zoom.png
The bar under the picture is 20 um long. Region (5, 0) to (55, 50) um. Cells in grey, sequential cells in the stronger grey; small squares are vias.
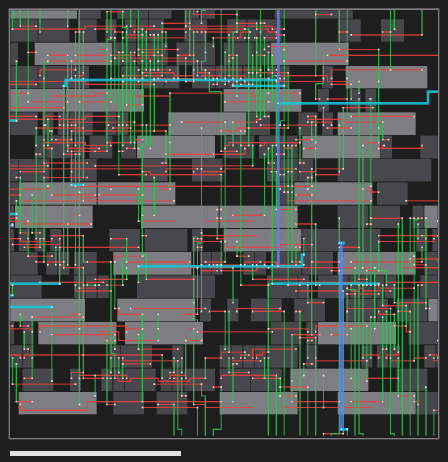
cell_classes.png
Fill, decap, tap and diode cells in grey.
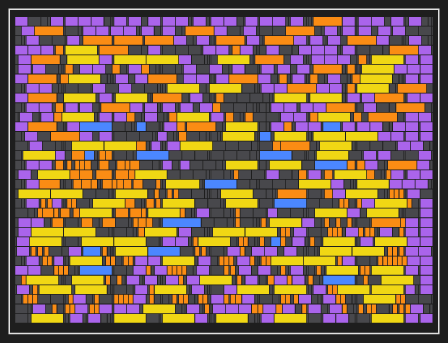
registers.png
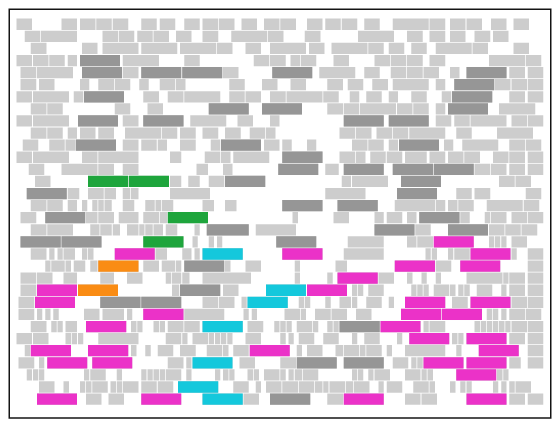
final_placement.png
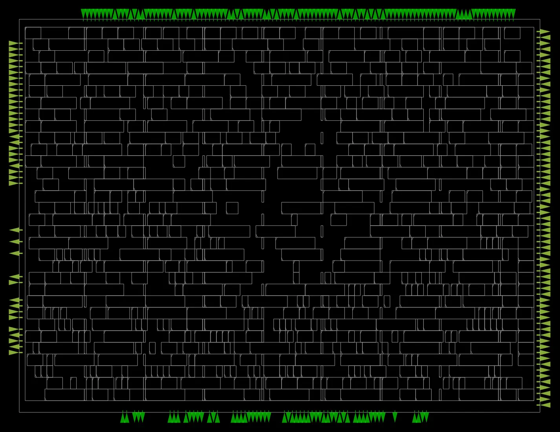
wire_density.png
The bar under the picture is 20 um long. 24 x 18 tiles, from black (low) to pale yellow (high), scaled to the fullest tile. Values are wire area over tile area, all layers added.
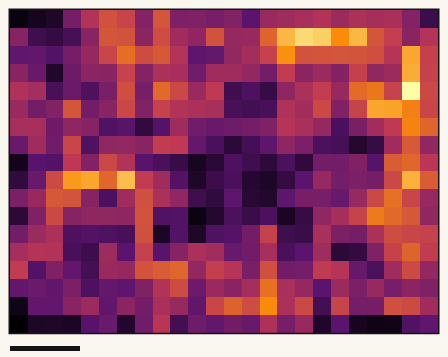
===== config.mk =====
export PLATFORM = sky130hd
export DESIGN_NAME = apb_master_multi
export DESIGN_NICKNAME = d
export VERILOG_FILES = /design/src/rtl/apb_master_multi.sv
export SDC_FILE = /design/constraint.sdc
export NUM_CORES = 1
export LEC_CHECK = 0
export CAP_MARGIN = 20
export CORE_ASPECT_RATIO = 0.75
export CORE_MARGIN = 1
export CORE_UTILIZATION = 39
export DETAILED_ROUTE_END_ITERATION = 8
export GPL_ROUTABILITY_DRIVEN = 0
export GPL_TIMING_DRIVEN = 1
export PLACE_DENSITY_LB_ADDON = 0.12
export SYNTH_ARGS = -nofsm -noshare
export SYNTH_HDL_FRONTEND = slang
export SYNTH_SLANG_ARGS = --single-unit

===== constraint.sdc =====
create_clock -name PCLK -period 3.2 [get_ports PCLK]
set_input_delay 0.64 -clock PCLK [delete_from_list [all_inputs] [get_ports PCLK]]
set_output_delay 0.64 -clock PCLK [all_outputs]
set_load 0.02 [all_outputs]

===== src/rtl/apb_master_multi.sv =====
// apb_master_multi: APB4 master that turns a valid/ready command stream into
// APB transfers to one of NUM_SLAVES slaves, with per-slave PREADY/PSLVERR and
// an optional wait-state timeout.
//
// Ports:
//   PCLK, PRESETn                      clock, async active-low reset
//   cmd_valid/cmd_ready                command handshake
//   cmd_write, cmd_addr, cmd_wdata,    command payload (slave index taken from
//   cmd_strb                           the top log2(NUM_SLAVES) address bits)
//   rsp_valid, rsp_rdata, rsp_err,     one-cycle completion pulse and status
//   rsp_timeout
//   PSEL, PENABLE, PWRITE, PADDR,      APB request side (one-hot PSEL)
//   PWDATA, PSTRB
//   PREADY, PSLVERR, PRDATA            per-slave APB return side
module apb_master_multi #(
    parameter int unsigned ADDR_WIDTH = 8,
    parameter int unsigned DATA_WIDTH = 32,
    parameter int unsigned NUM_SLAVES = 4,
    parameter int unsigned TIMEOUT    = 15
) (
    input  logic                             PCLK,
    input  logic                             PRESETn,
    input  logic                             cmd_valid,
    output logic                             cmd_ready,
    input  logic                             cmd_write,
    input  logic [ADDR_WIDTH-1:0]            cmd_addr,
    input  logic [DATA_WIDTH-1:0]            cmd_wdata,
    input  logic [DATA_WIDTH/8-1:0]          cmd_strb,
    output logic                             rsp_valid,
    output logic [DATA_WIDTH-1:0]            rsp_rdata,
    output logic                             rsp_err,
    output logic                             rsp_timeout,
    output logic [NUM_SLAVES-1:0]            PSEL,
    output logic                             PENABLE,
    output logic                             PWRITE,
    output logic [ADDR_WIDTH-1:0]            PADDR,
    output logic [DATA_WIDTH-1:0]            PWDATA,
    output logic [DATA_WIDTH/8-1:0]          PSTRB,
    input  logic [NUM_SLAVES-1:0]            PREADY,
    input  logic [NUM_SLAVES-1:0]            PSLVERR,
    input  logic [NUM_SLAVES*DATA_WIDTH-1:0] PRDATA
);

    localparam int unsigned STRB_W = DATA_WIDTH / 8;
    localparam int unsigned SEL_W  = $clog2(NUM_SLAVES);
    // A zero TIMEOUT still needs a 1-bit counter to keep the logic legal.
    localparam int unsigned CNT_W  = (TIMEOUT > 0) ? $clog2(TIMEOUT + 1) : 1;

    typedef enum logic [1:0] {
        ST_IDLE   = 2'd0,
        ST_SETUP  = 2'd1,
        ST_ACCESS = 2'd2
    } state_e;

    state_e                  state_q,       state_d;
    logic [SEL_W-1:0]        sel_q,         sel_d;
    logic [CNT_W-1:0]        wait_cnt_q,    wait_cnt_d;
    logic                    cmd_ready_q,   cmd_ready_d;
    logic                    rsp_valid_q,   rsp_valid_d;
    logic [DATA_WIDTH-1:0]   rsp_rdata_q,   rsp_rdata_d;
    logic                    rsp_err_q,     rsp_err_d;
    logic                    rsp_timeout_q, rsp_timeout_d;
    logic [NUM_SLAVES-1:0]   psel_q,        psel_d;
    logic                    penable_q,     penable_d;
    logic                    pwrite_q,      pwrite_d;
    logic [ADDR_WIDTH-1:0]   paddr_q,       paddr_d;
    logic [DATA_WIDTH-1:0]   pwdata_q,      pwdata_d;
    logic [STRB_W-1:0]       pstrb_q,       pstrb_d;

    logic                    sel_ready_c;
    logic                    sel_err_c;
    logic [DATA_WIDTH-1:0]   sel_rdata_c;

    // Return-path mux: only the addressed slave is ever observed.
    always_comb begin
        sel_ready_c = 1'b0;
        sel_err_c   = 1'b0;
        sel_rdata_c = '0;
        for (int unsigned k = 0; k < NUM_SLAVES; k++) begin
            if (sel_q == SEL_W'(k)) begin
                sel_ready_c = PREADY[k];
                sel_err_c   = PSLVERR[k];
                sel_rdata_c = PRDATA[k*DATA_WIDTH +: DATA_WIDTH];
            end
        end
    end

    // Next-state and registered-output logic.
    always_comb begin
        state_d       = state_q;
        sel_d         = sel_q;
        wait_cnt_d    = wait_cnt_q;
        cmd_ready_d   = cmd_ready_q;
        rsp_valid_d   = 1'b0;
        rsp_rdata_d   = '0;
        rsp_err_d     = 1'b0;
        rsp_timeout_d = 1'b0;
        psel_d        = psel_q;
        penable_d     = penable_q;
        pwrite_d      = pwrite_q;
        paddr_d       = paddr_q;
        pwdata_d      = pwdata_q;
        pstrb_d       = pstrb_q;

        case (state_q)
            ST_IDLE: begin
                cmd_ready_d = 1'b1;
                // cmd_ready_q gates acceptance so the first cycle out of reset
                // cannot take a command.
                if (cmd_valid && cmd_ready_q) begin
                    state_d     = ST_SETUP;
                    cmd_ready_d = 1'b0;
                    sel_d       = cmd_addr[ADDR_WIDTH-1 -: SEL_W];
                    psel_d      = NUM_SLAVES'(1) << cmd_addr[ADDR_WIDTH-1 -: SEL_W];
                    penable_d   = 1'b0;
                    pwrite_d    = cmd_write;
                    paddr_d     = cmd_addr;
                    pwdata_d    = cmd_wdata;
                    pstrb_d     = cmd_write ? cmd_strb : '0;
                    wait_cnt_d  = '0;
                end
            end

            ST_SETUP: begin
                state_d   = ST_ACCESS;
                penable_d = 1'b1;
            end

            ST_ACCESS: begin
                // PREADY wins over a timeout that expires on the same edge.
                if (sel_ready_c) begin
                    state_d     = ST_IDLE;
                    cmd_ready_d = 1'b1;
                    psel_d      = '0;
                    penable_d   = 1'b0;
                    rsp_valid_d = 1'b1;
                    rsp_err_d   = sel_err_c;
                    rsp_rdata_d = pwrite_q ? '0 : sel_rdata_c;
                end else if ((TIMEOUT != 0) && (wait_cnt_q == CNT_W'(TIMEOUT))) begin
                    state_d       = ST_IDLE;
                    cmd_ready_d   = 1'b1;
                    psel_d        = '0;
                    penable_d     = 1'b0;
                    rsp_valid_d   = 1'b1;
                    rsp_err_d     = 1'b1;
                    rsp_timeout_d = 1'b1;
                end else begin
                    wait_cnt_d = wait_cnt_q + 1'b1;
                end
            end

            default: begin
                state_d     = ST_IDLE;
                cmd_ready_d = 1'b0;
                psel_d      = '0;
                penable_d   = 1'b0;
            end
        endcase
    end

    // State and output registers.
    always_ff @(posedge PCLK or negedge PRESETn) begin
        if (!PRESETn) begin
            state_q       <= ST_IDLE;
            sel_q         <= '0;
            wait_cnt_q    <= '0;
            cmd_ready_q   <= 1'b0;
            rsp_valid_q   <= 1'b0;
            rsp_rdata_q   <= '0;
            rsp_err_q     <= 1'b0;
            rsp_timeout_q <= 1'b0;
            psel_q        <= '0;
            penable_q     <= 1'b0;
            pwrite_q      <= 1'b0;
            paddr_q       <= '0;
            pwdata_q      <= '0;
            pstrb_q       <= '0;
        end else begin
            state_q       <= state_d;
            sel_q         <= sel_d;
            wait_cnt_q    <= wait_cnt_d;
            cmd_ready_q   <= cmd_ready_d;
            rsp_valid_q   <= rsp_valid_d;
            rsp_rdata_q   <= rsp_rdata_d;
            rsp_err_q     <= rsp_err_d;
            rsp_timeout_q <= rsp_timeout_d;
            psel_q        <= psel_d;
            penable_q     <= penable_d;
            pwrite_q      <= pwrite_d;
            paddr_q       <= paddr_d;
            pwdata_q      <= pwdata_d;
            pstrb_q       <= pstrb_d;
        end
    end

    assign cmd_ready   = cmd_ready_q;
    assign rsp_valid   = rsp_valid_q;
    assign rsp_rdata   = rsp_rdata_q;
    assign rsp_err     = rsp_err_q;
    assign rsp_timeout = rsp_timeout_q;
    assign PSEL        = psel_q;
    assign PENABLE     = penable_q;
    assign PWRITE      = pwrite_q;
    assign PADDR       = paddr_q;
    assign PWDATA      = pwdata_q;
    assign PSTRB       = pstrb_q;

endmodule

==> GITHUB_STEP_SUMMARY <==
### Flow metrics

| Metric | Value |
|---|---|
| Layout net count | 813 |
| Clock Power Share | 19.2% |
| CTS Root Cell | clkbuf_16 |
| Number of enable flip-flop cells | 0 |
| Post-CTS setup buffer count | 0 |
| CP Cell Sequence | clkdlybuf4s50_1 |
| Slowest CP cell | clkdlybuf4s50_1 |
| Critical R2R Capture | rsp_rdata[15] |
| Iteration-0 DRC Markers | 205 |
| Fin crit share | 72.74% |
| Combinational power share | 49.0% |
| RSZ-0062 raised after global routing | no |
| Max Cap Viol | 0 |
| Final worst slack | 0.8722 ns |
| Aoi share | 2.218% |
| Worst slew pin tran | 0.7478 ns |
| Slew Limit Fails | 0 |
| Min Clock Period, post-route | 2.328 ns |
| Fmax | 429.6 MHz |
| Slew HR | 50.15% |
| Post-Syn Area | 0.004175 mm^2 |
| Sw frac | 36.19% |
| Worst Setup End Kind | output port |
| Initial Util | 40.42% |
| Crit Reg-Reg Startpoint | sel_q[0] |
| WP buf/inv | 1 |
| P&R area growth vs syn | 74.92% |
| Switching power | 2.049 mW |
| Synthesized area per cell | 11.44 um^2 |
| Remaining Overflow, GRT | 0 |
| Post-synth ARST share | 100.0% |
| Yosys top cell by area | dfrtp_1 |
| Top cells by area | dfrtp_1, mux4_2, nand2_1 |
| Yosys cell types | 31 |
| Type of origin of the critical path | register |
| Status | finished, final reports clean |
| Total CTS buffers | 9 |
| First-pass GRT wire length | 20.69 mm |
| DR vias/cell | 4.914 |
| Dominant logic cell type in the layout | clkdlybuf4s50_1 |
| Clk_lat worst skew | 0.33 ns |
| Die Wd | 121.5 um |
| Final Hold Vio Count | 0 |
| Largest net degree at the start of global routing | 61 |
| Comb. pwr | 2.78 mW |
| Seq/Total Area, Yosys | 54.54% |
| I/O pin total | 270 |
| Critical path arrival | 1.69 ns |
| Final setup fails | 0 |
| Adder Area Share | 0.2997% |
| Yosys reg bits | 91 |
| Die H | 91.61 um |
| Pwr/cell area | 775.3 mW/mm^2 |
| # diodes | 0 |
Notes on zoom.png above:
- red: met1
- blue: met4
- cyan: met3
- green: met2
- most frequent: nand2_1 (52), clkdlybuf4s50_1 (34), dfrtp_1 (27)
- netlist names of flops here include: PWDATA (11), PADDR (5), PSEL (4)
- sequential cells in the window: 28
- cells with their middle in the window: 164

Notes on cell_classes.png above:
- orange: all other logic (cells 249)
- yellow: flip-flops (cells 91)
- purple: other buffers and delay cells (cells 277)
- blue: clock drivers and dummy loads (cells 16)
Seq area share: 31.20%
area of the core: 0.01033 mm^2
Final Util: 70.70%

Notes on registers.png above:
- magenta: PWDATA (sequential cells 32)
- orange: state_q (sequential cells 2)
- cyan: PADDR (sequential cells 7; where bottom middle)
- green: wait_cnt_q (sequential cells 4; where left middle)
- not coloured: 46
P_seq: 1.80 mW
Reg area: 0.002278 mm^2

Notes on final_placement.png above:
# fillers: 772
Layout Cells excl Fill: 769
n_taps: 136

Notes on wire_density.png above:
- nearly empty tiles: 0.20%
- tiles over half the peak: 26%
- fullest tile: 0.51
- emptiest ninth of the die: middle
- densest ninth of the die: top right
- mean over tiles: 0.19
total track usage: 24.88%
Vias: 3779

[final cells by class]
type	count	area share [%]
clock inverters	5	0.8395
inverters	7	0.3598
well taps	136	2.330
repair buffers	277	37.66
flip-flops and latches	91	31.20
multi-input cells	242	24.16
clock buffers	11	3.461
[per-stage QoR]
| step | instance area (um^2) | utilization, % | std cells |
|---|---|---|---|
| final | 7303 | 70.70 | 769 |
| after global routing | 7303 | 70.70 | 769 |
| after CTS | 7303 | 70.70 | 769 |
| after detailed placement | 6989 | 67.66 | 753 |
| after global placement | 6989 | 67.66 | 753 |
| after floorplan | 4175 | - | 365 |
[how the worst max path moves through the flow]
stage	end	slack, ns	depth (start not counted)
2_1_floorplan	wait_cnt_q[2]	1.30	5
3_3_place_gp	wait_cnt_q[1]	0.78	4
3_5_place_dp	rsp_rdata[14]	0.77	5
4_1_cts	PADDR[7]	0.82	1
5_1_grt	PADDR[7]	0.80	1
6_report	PADDR[7]	0.87	1
[synth_stat cells (all sizes together) (2+ instances only)]
| cell | number |
|---|---|
| nand2 | 133 |
| buf | 5 |
| dfrtp | 91 |
| nand3 | 11 |
| o211ai | 4 |
| or4 | 2 |
| nor2b | 34 |
| nor2 | 4 |
| mux4 | 34 |
| mux2i | 3 |
| inv | 7 |
| clkbuf | 20 |
[metal layers]
| metal | GRT usage [%] | vias up | wire (um) |
|---|---|---|---|
| met2 | 44.65 | 154 | 7248 |
| li1 | - | 1766 | - |
| met3 | 5.905 | 18 | 921 |
| met5 | 0 | - | 0 |
| met1 | 29.68 | 1841 | 5174 |
| met4 | 6.481 | 0 | 213 |
[flip-flops by register name, indices dropped and copies added, names as in the netlist, 2 cells and up]
signal,count
PSTRB,4
wait_cnt_q,4
PWDATA,32
PADDR,7
PSEL,4
state_q,2
rsp_rdata,32
Power figures rest on the tool's default switching activity, not on a simulated workload.
